[src/rtl/dct_da_engine_pkg.sv]
// dct_da_engine shared package
// cosine table, DA ROM helper, FSM state
package dct_pkg;

  localparam int N_PT = 8;

  localparam int COS_Q15 [N_PT][N_PT] = '{
    '{ 11585,  11585,  11585,  11585,
       11585,  11585,  11585,  11585},
    '{ 16069,  13623,   9102,   3196,
       -3196,  -9102, -13623, -16069},
    '{ 15137,   6270,  -6270, -15137,
      -15137,  -6270,   6270,  15137},
    '{ 13623,  -3196, -16069,  -9102,
        9102,  16069,   3196, -13623},
    '{ 11585, -11585, -11585,  11585,
       11585, -11585, -11585,  11585},
    '{  9102, -16069,   3196,  13623,
      -13623,  -3196,  16069,  -9102},
    '{  6270, -15137,  15137,  -6270,
       -6270,  15137, -15137,   6270},
    '{  3196,  -9102,  13623, -16069,
       16069, -13623,   9102,  -3196}
  };

  typedef enum logic [1:0] {
    IDLE,
    RUN,
    DONE
  } state_e;

  function automatic int da_rom(
    input int k,
    input int h,
    input int addr,
    input int coef_w
  );
    int s;
    int frac;
    s = 0;
    for (int j = 0; j < 4; j++) begin
      if (addr[j]) s += COS_Q15[k][4*h+j];
    end
    frac = coef_w - 2;
    if (frac >= 15) begin
      da_rom = s <<< (frac - 15);
    end else begin
      da_rom = (s + (1 <<< (14 - frac)))
               >>> (15 - frac);
    end
  endfunction

endpackage

[src/rtl/dct_da_engine_if.sv]
// dct_da_engine block handshake bundle
// sample input and coefficient output channels
interface dct_da_engine_if #(
  parameter int IN_W   = 8,
  parameter int COEF_W = 17,
  parameter int NCOEF  = 8
);
  localparam int OUT_W = COEF_W + IN_W;

  logic                   in_valid;
  logic                   in_ready;
  logic [8*IN_W-1:0]      in_data;
  logic                   out_valid;
  logic                   out_ready;
  logic [NCOEF*OUT_W-1:0] out_data;

  modport master (
    output in_valid,
    input  in_ready,
    output in_data,
    input  out_valid,
    output out_ready,
    input  out_data
  );

  modport slave (
    input  in_valid,
    output in_ready,
    input  in_data,
    output out_valid,
    input  out_ready,
    output out_data
  );

endinterface

[src/rtl/dct_da_lane.sv]
// dct_da_engine single coefficient lane
// split ROM pair, term adder, accumulator
module dct_da_lane
  import dct_pkg::*;
#(
  parameter int K      = 0,
  parameter int IN_W   = 8,
  parameter int COEF_W = 17,
  parameter int OUT_W  = 25,
  parameter int CNT_W  = 3
) (
  input  logic             clk,
  input  logic             rst_n,
  input  logic             clr,
  input  logic             step,
  input  logic             last,
  input  logic [CNT_W-1:0] bit_cnt,
  input  logic [3:0]       addr_lo,
  input  logic [3:0]       addr_hi,
  output logic [OUT_W-1:0] acc_nxt
);

  localparam int RW = 16 * COEF_W;

  function automatic logic [RW-1:0] rom_init(
    input int h
  );
    logic [RW-1:0] r;
    int w;
    r = '0;
    for (int a = 0; a < 16; a++) begin
      w = da_rom(K, h, a, COEF_W);
      r[a*COEF_W +: COEF_W] = COEF_W'(w);
    end
    rom_init = r;
  endfunction

  localparam logic [RW-1:0] ROM0 = rom_init(0);
  localparam logic [RW-1:0] ROM1 = rom_init(1);

  logic [COEF_W-1:0] lo_w;
  logic [COEF_W-1:0] hi_w;
  logic [COEF_W:0]   term;
  logic [OUT_W-1:0]  sh;
  logic [OUT_W-1:0]  acc_q;
  logic [OUT_W-1:0]  acc_d;

  // ROM lookup and weighted term
  always_comb begin
    lo_w = ROM0[int'(addr_lo)*COEF_W +: COEF_W];
    hi_w = ROM1[int'(addr_hi)*COEF_W +: COEF_W];
    term = {lo_w[COEF_W-1], lo_w}
         + {hi_w[COEF_W-1], hi_w};
    sh   = {{(OUT_W-COEF_W-1){term[COEF_W]}},
            term} << bit_cnt;
  end

  // accumulate; sign bit weight is negative
  always_comb begin
    acc_d = acc_q;
    if (clr) begin
      acc_d = '0;
    end else if (step) begin
      acc_d = last ? acc_q - sh : acc_q + sh;
    end
    acc_nxt = acc_d;
  end

  // accumulator register
  always_ff @(posedge clk or negedge rst_n) begin
    if (!rst_n) acc_q <= '0;
    else        acc_q <= acc_d;
  end

endmodule

[src/rtl/dct_da_engine.sv]
// dct_da_engine bit-serial DA 8-point DCT
// FSM, bit counter, sample shifters, handshake
module dct_da_engine
  import dct_pkg::*;
#(
  parameter int IN_W   = 8,
  parameter int COEF_W = 17,
  parameter int NCOEF  = 8
) (
  input  logic clk,
  input  logic rst_n,
  input  logic en,
  dct_da_engine_if.slave bus
);

  localparam int OUT_W = COEF_W + IN_W;
  localparam int CNT_W =
    (IN_W > 1) ? $clog2(IN_W) : 1;

  state_e                 state_q, state_d;
  logic [CNT_W-1:0]       bit_cnt_q, bit_cnt_d;
  logic [IN_W-1:0]        smp_q [N_PT];
  logic [IN_W-1:0]        smp_d [N_PT];
  logic                   out_valid_q, out_valid_d;
  logic [NCOEF*OUT_W-1:0] out_data_q, out_data_d;
  logic [OUT_W-1:0]       acc_nxt [NCOEF];
  logic                   in_ready;
  logic                   accept;
  logic                   retire;
  logic                   step;
  logic                   last;
  logic [3:0]             addr_lo;
  logic [3:0]             addr_hi;

  // handshake and step qualifiers
  always_comb begin
    accept = en & bus.in_valid & in_ready;
    retire = en & (state_q == DONE)
           & bus.out_ready;
    step   = en & (state_q == RUN);
    last   = bit_cnt_q == CNT_W'(IN_W-1);
  end

  // state register
  always_ff @(posedge clk or negedge rst_n) begin
    if (!rst_n) state_q <= IDLE;
    else        state_q <= state_d;
  end

  // next state
  always_comb begin
    state_d = state_q;
    unique case (state_q)
      IDLE: if (accept) state_d = RUN;
      RUN:  if (step && last) state_d = DONE;
      DONE: begin
        if (accept)      state_d = RUN;
        else if (retire) state_d = IDLE;
      end
      default: state_d = IDLE;
    endcase
  end

  // FSM outputs
  always_comb begin
    in_ready = 1'b0;
    unique case (state_q)
      IDLE:    in_ready = 1'b1;
      RUN:     in_ready = 1'b0;
      DONE:    in_ready = bus.out_ready;
      default: in_ready = 1'b0;
    endcase
  end

  assign bus.in_ready  = in_ready;
  assign bus.out_valid = out_valid_q;
  assign bus.out_data  = out_data_q;

  // current serial bit of each sample
  always_comb begin
    addr_lo = '0;
    addr_hi = '0;
    for (int j = 0; j < 4; j++) begin
      addr_lo[j] = smp_q[j][0];
      addr_hi[j] = smp_q[j+4][0];
    end
  end

  // datapath next values
  always_comb begin
    smp_d       = smp_q;
    bit_cnt_d   = bit_cnt_q;
    out_valid_d = out_valid_q;
    out_data_d  = out_data_q;
    if (retire) out_valid_d = 1'b0;
    if (accept) begin
      for (int i = 0; i < N_PT; i++) begin
        smp_d[i] = bus.in_data[i*IN_W +: IN_W];
      end
      bit_cnt_d = '0;
    end else if (step) begin
      for (int i = 0; i < N_PT; i++) begin
        smp_d[i] = smp_q[i] >> 1;
      end
      bit_cnt_d = last ? '0 : bit_cnt_q + 1'b1;
      if (last) begin
        out_valid_d = 1'b1;
        for (int k = 0; k < NCOEF; k++) begin
          out_data_d[k*OUT_W +: OUT_W] =
            acc_nxt[k];
        end
      end
    end
  end

  // datapath registers
  always_ff @(posedge clk or negedge rst_n) begin
    if (!rst_n) begin
      bit_cnt_q   <= '0;
      out_valid_q <= 1'b0;
      out_data_q  <= '0;
      for (int i = 0; i < N_PT; i++) begin
        smp_q[i] <= '0;
      end
    end else begin
      bit_cnt_q   <= bit_cnt_d;
      out_valid_q <= out_valid_d;
      out_data_q  <= out_data_d;
      smp_q       <= smp_d;
    end
  end

  for (genvar k = 0; k < NCOEF; k++) begin : g_lane
    dct_da_lane #(
      .K      (k),
      .IN_W   (IN_W),
      .COEF_W (COEF_W),
      .OUT_W  (OUT_W),
      .CNT_W  (CNT_W)
    ) u_lane (
      .clk     (clk),
      .rst_n   (rst_n),
      .clr     (accept),
      .step    (step),
      .last    (last),
      .bit_cnt (bit_cnt_q),
      .addr_lo (addr_lo),
      .addr_hi (addr_hi),
      .acc_nxt (acc_nxt[k])
    );
  end

endmodule

[src/flat_wrapper.sv]
// flat-port wrapper written by rule: the top's interface ports become plain ports
module dct_da_engine_flat import dct_pkg::*;
#(
  parameter int IN_W   = 8,
  parameter int COEF_W = 17,
  parameter int NCOEF  = 8
)
  (clk, rst_n, en, bus_in_valid, bus_in_ready, bus_in_data, bus_out_valid, bus_out_ready, bus_out_data);
  dct_da_engine_if #(.IN_W(IN_W), .COEF_W(COEF_W), .NCOEF(NCOEF)) bus_i ();
  input  logic clk;
  input  logic rst_n;
  input  logic en;
  input wire logic [$bits(bus_i.in_valid)-1:0] bus_in_valid;
  output wire logic [$bits(bus_i.in_ready)-1:0] bus_in_ready;
  input wire logic [$bits(bus_i.in_data)-1:0] bus_in_data;
  output wire logic [$bits(bus_i.out_valid)-1:0] bus_out_valid;
  input wire logic [$bits(bus_i.out_ready)-1:0] bus_out_ready;
  output wire logic [$bits(bus_i.out_data)-1:0] bus_out_data;
  assign bus_i.in_valid = bus_in_valid;
  assign bus_in_ready = bus_i.in_ready;
  assign bus_i.in_data = bus_in_data;
  assign bus_out_valid = bus_i.out_valid;
  assign bus_i.out_ready = bus_out_ready;
  assign bus_out_data = bus_i.out_data;
  dct_da_engine #(.IN_W(IN_W), .COEF_W(COEF_W), .NCOEF(NCOEF)) u_core (.clk(clk), .rst_n(rst_n), .en(en), .bus(bus_i));
endmodule
[config.mk]
export PLATFORM = sky130hd
export DESIGN_NAME = dct_da_engine_flat
export DESIGN_NICKNAME = d
export VERILOG_FILES = /design/src/rtl/dct_da_engine_pkg.sv /design/src/rtl/dct_da_engine_if.sv /design/src/rtl/dct_da_lane.sv /design/src/rtl/dct_da_engine.sv /design/src/flat_wrapper.sv
export SDC_FILE = /design/constraint.sdc
export NUM_CORES = 2
export LEC_CHECK = 0
export ABC_AREA = 1
export CORE_UTILIZATION = 60
export CTS_CLUSTER_SIZE = 40
export DETAILED_ROUTE_END_ITERATION = 12
export HOLD_SLACK_MARGIN = 0.12
export MAX_ROUTING_LAYER = met4
export PLACE_DENSITY = 0.87
export SKIP_LAST_GASP = 1
export SYNTH_ARGS = -nofsm -noshare
export SYNTH_HDL_FRONTEND = slang
export SYNTH_SLANG_ARGS = --single-unit
[constraint.sdc]
create_clock -name clk -period 6.6 [get_ports clk]
set_input_delay 1.32 -clock clk [delete_from_list [all_inputs] [get_ports clk]]
set_output_delay 1.32 -clock clk [all_outputs]
set_load 0.01 [all_outputs]
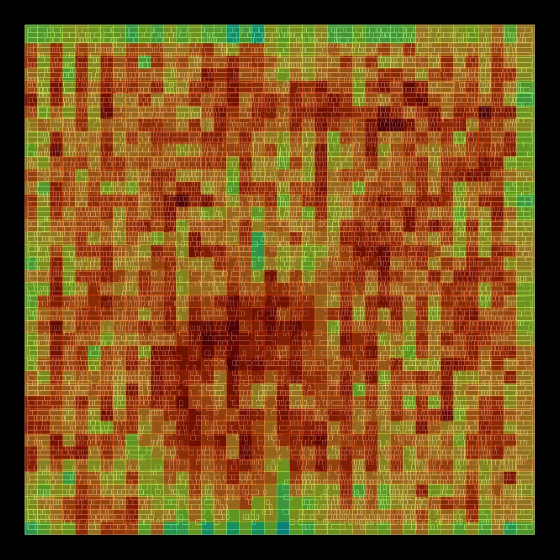
congestion_map.png
GRT met2 Usage: 70.06%
layer with the highest usage: met2
GRT met3 Usage: 4.887%

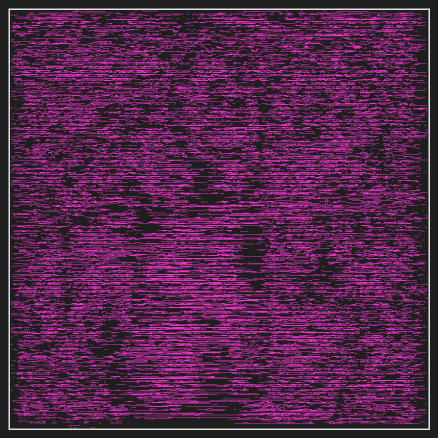
m1.png
(1.5 px per um)
The wires run mostly horizontal. The longest straight run is 64.9 um. The layer carries 64.4 mm of wire. The layer holds 40% of the routed length. 7,777 nets have wire on it.

==> results.json <==
{
  "rows": 101,
  "ys_seq_share_pct": 25.56,
  "n_clock_buffer": 69,
  "maxUsedRoutingLayer": "met4",
  "max-cap-violations": 0,
  "grt_usage_pct": 41.85,
  "synth-async-reset-ratio_pct": 100.0,
  "drc": 0,
  "num_io_pins": 271,
  "hold_class": "reg -> reg",
  "wl_met1_um": 64440,
  "area_leaders": "dfrtp_1 (26%), nand2_1 (21%), ha_1 (8.8%)",
  "area_dominant_class": "multi-input combinational cells",
  "ys_chip_area_mm2": 0.04602,
  "ff_type": "dfrtp_1",
  "drt_wl_total_um": 162600,
  "ys_cells": 7317,
  "syn_inst": 7317,
  "dr.first_iter.drc_count": 4905,
  "overflow": 0,
  "slew_viol_final": 0,
  "edf_count": 0,
  "dp_cells": 8725,
  "nonClkBufAreaFrac_pct": 10.78,
  "worst_pin_slew_ns": 1.057,
  "ys.warnings.count": 0,
  "timing.final.crit_period_ns": 6.315,
  "crit_type": "reg -> reg",
  "cts_made_buffers": 50,
  "clk_share_pct": 3.101,
  "min_period_over_period_pct": 95.69,
  "pre_cts_ws_ns": -0.08046,
  "drive_above_1_share_pct": 9.865,
  "final_common_cell": "nand2_1",
  "cts_root_buf": "clkbuf_16",
  "tap_cells": 1030,
  "path_common_cell": "nand2_1",
  "cp_slowest_cell": "ha_1",
  "tns_ns": 0,
  "n_fill_cell": 6275,
  "clk_pin_slew_ns": 0.07,
  "rsz0062_at_grt": "true",
  "fp.dieW_um": 279.0,
  "fp_util_pct": 60.60,
  "cts_hold_buffers": 0,
  "synth_top_area_share_pct": 25.56,
  "n_all_buffers": 664,
  "syn_area_mm2": 0.04602,
  "ys_ff": 470,
  "die_area_mm2": 0.07782,
  "slowest_delay_ns": 0.51,
  "grt_max_degree": 164,
  "gp_congestion": 1.122,
  "dr_wl_met3_um": 10410,
  "finalHoldViolCount": 0,
  "layout.nets": 8181,
  "critPathLaunchType": "flip-flop",
  "syn_nets": 7733,
  "antenna_found_initial": 1,
  "die_h_um": 279.0,
  "slew_headroom_pct": 29.51,
  "lay_top_cells": "nand2_1 (2,523), inv_1 (797), nand3_1 (715), nor2_1 (475), dfrtp_1 (466)",
  "antenna_cells": 1,
  "dp_hpwl_um": 123300,
  "syn_to_final_growth_pct": 18.02,
  "num_vias": 51860,
  "wl_met2_um": 77770,
  "ant_nets": 0,
  "clk_latency_ns": 0.62,
  "first_global_vias": 49140,
  "status": "completed",
  "crit_arrival_ns": 6.86,
  "cts.sinks": 470,
  "core_area_mm2": 0.07595,
  "cp_top_family": "simple AND/OR/NAND/NOR gates",
  "first_pass_iters": 8,
  "worst-path-max-fanout": 7,
  "cts_buffer_depth": 3,
  "cp.required_ns": 7.14
}
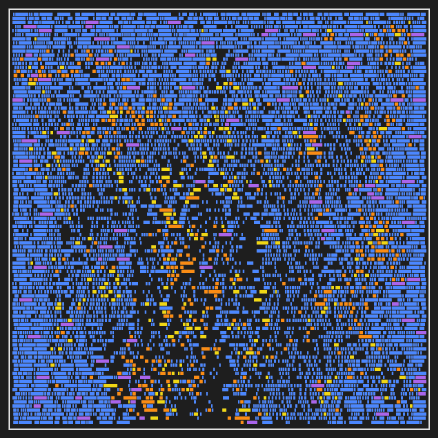
sizing.png
(1.5 px per um)
x2: shown in yellow, cells 255, share 3.3%. x6 and larger: shown in purple, cells 88, share 1.1%. x3 and x4: shown in orange, cells 427, share 5.5%. x1 and smaller: shown in blue, cells 7,035, share 90%.

-- final timing paths --
| check | from | endpoint | slack [ns] | cells past startpoint |
|---|---|---|---|---|
| setup / recovery | u_core.addr_hi[1] | u_core.bus.out_data[174] | 0.28 | 37 |
| hold / removal | u_core.bus.out_data[139] | u_core.bus.out_data[139] | 0.48 | 2 |
| setup reg to reg | u_core.addr_hi[1] | u_core.bus.out_data[174] | 0.28 | 37 |
| hold reg to reg | u_core.bus.out_data[139] | u_core.bus.out_data[139] | 0.48 | 2 |
| max in group asynchronous | rst_n | u_core.bit_cnt_q[1] | 4.81 | 2 |
| min in group asynchronous | rst_n | u_core.bus.out_data[170] | 0.59 | 1 |
-- cell families after synthesis --
logic type / after synthesis / synth area share (%)
simple gates: 4021 / 36.44
compound gates: 1155 / 14.30
buf+inv: 1093 / 9.491
flops: 470 / 25.56
fa+ha+maj: 347 / 9.793
xor+xnor: 230 / 4.393
mux: 1 / 0.02175
-- synthesized netlist by cell type (all sizes together) (73+ instances only) --
cell type / count
xor2: 150
o21ai: 431
ha: 325
nand4: 73
nand2: 2559
buf: 125
inv: 821
xnor2: 80
nand3: 737
dfrtp: 470
nor2: 518
clkbuf: 143
a21oi: 456
-- stage by stage --
| step | cell area [um^2] | utilization [%] |
|---|---|---|
| 2_1_floorplan | 46020 | - |
| 3_3_place_gp | 51770 | 68.17 |
| 3_5_place_dp | 51770 | 68.17 |
| 4_1_cts | 53470 | 70.40 |
| 5_1_grt | 54320 | 71.52 |
| 6_report | 54320 | 71.52 |
-- state kept, by name (all words and copies together) (netlist names) --
register                    cells
u_core.bus.out_data           200
u_core.g_lane.u_lane.acc_q    200
u_core.smp_q                   56
u_core.addr_hi                  4
u_core.addr_lo                  4
u_core.bit_cnt_q                3
u_core.state_q                  2
u_core.bus.out_valid            1
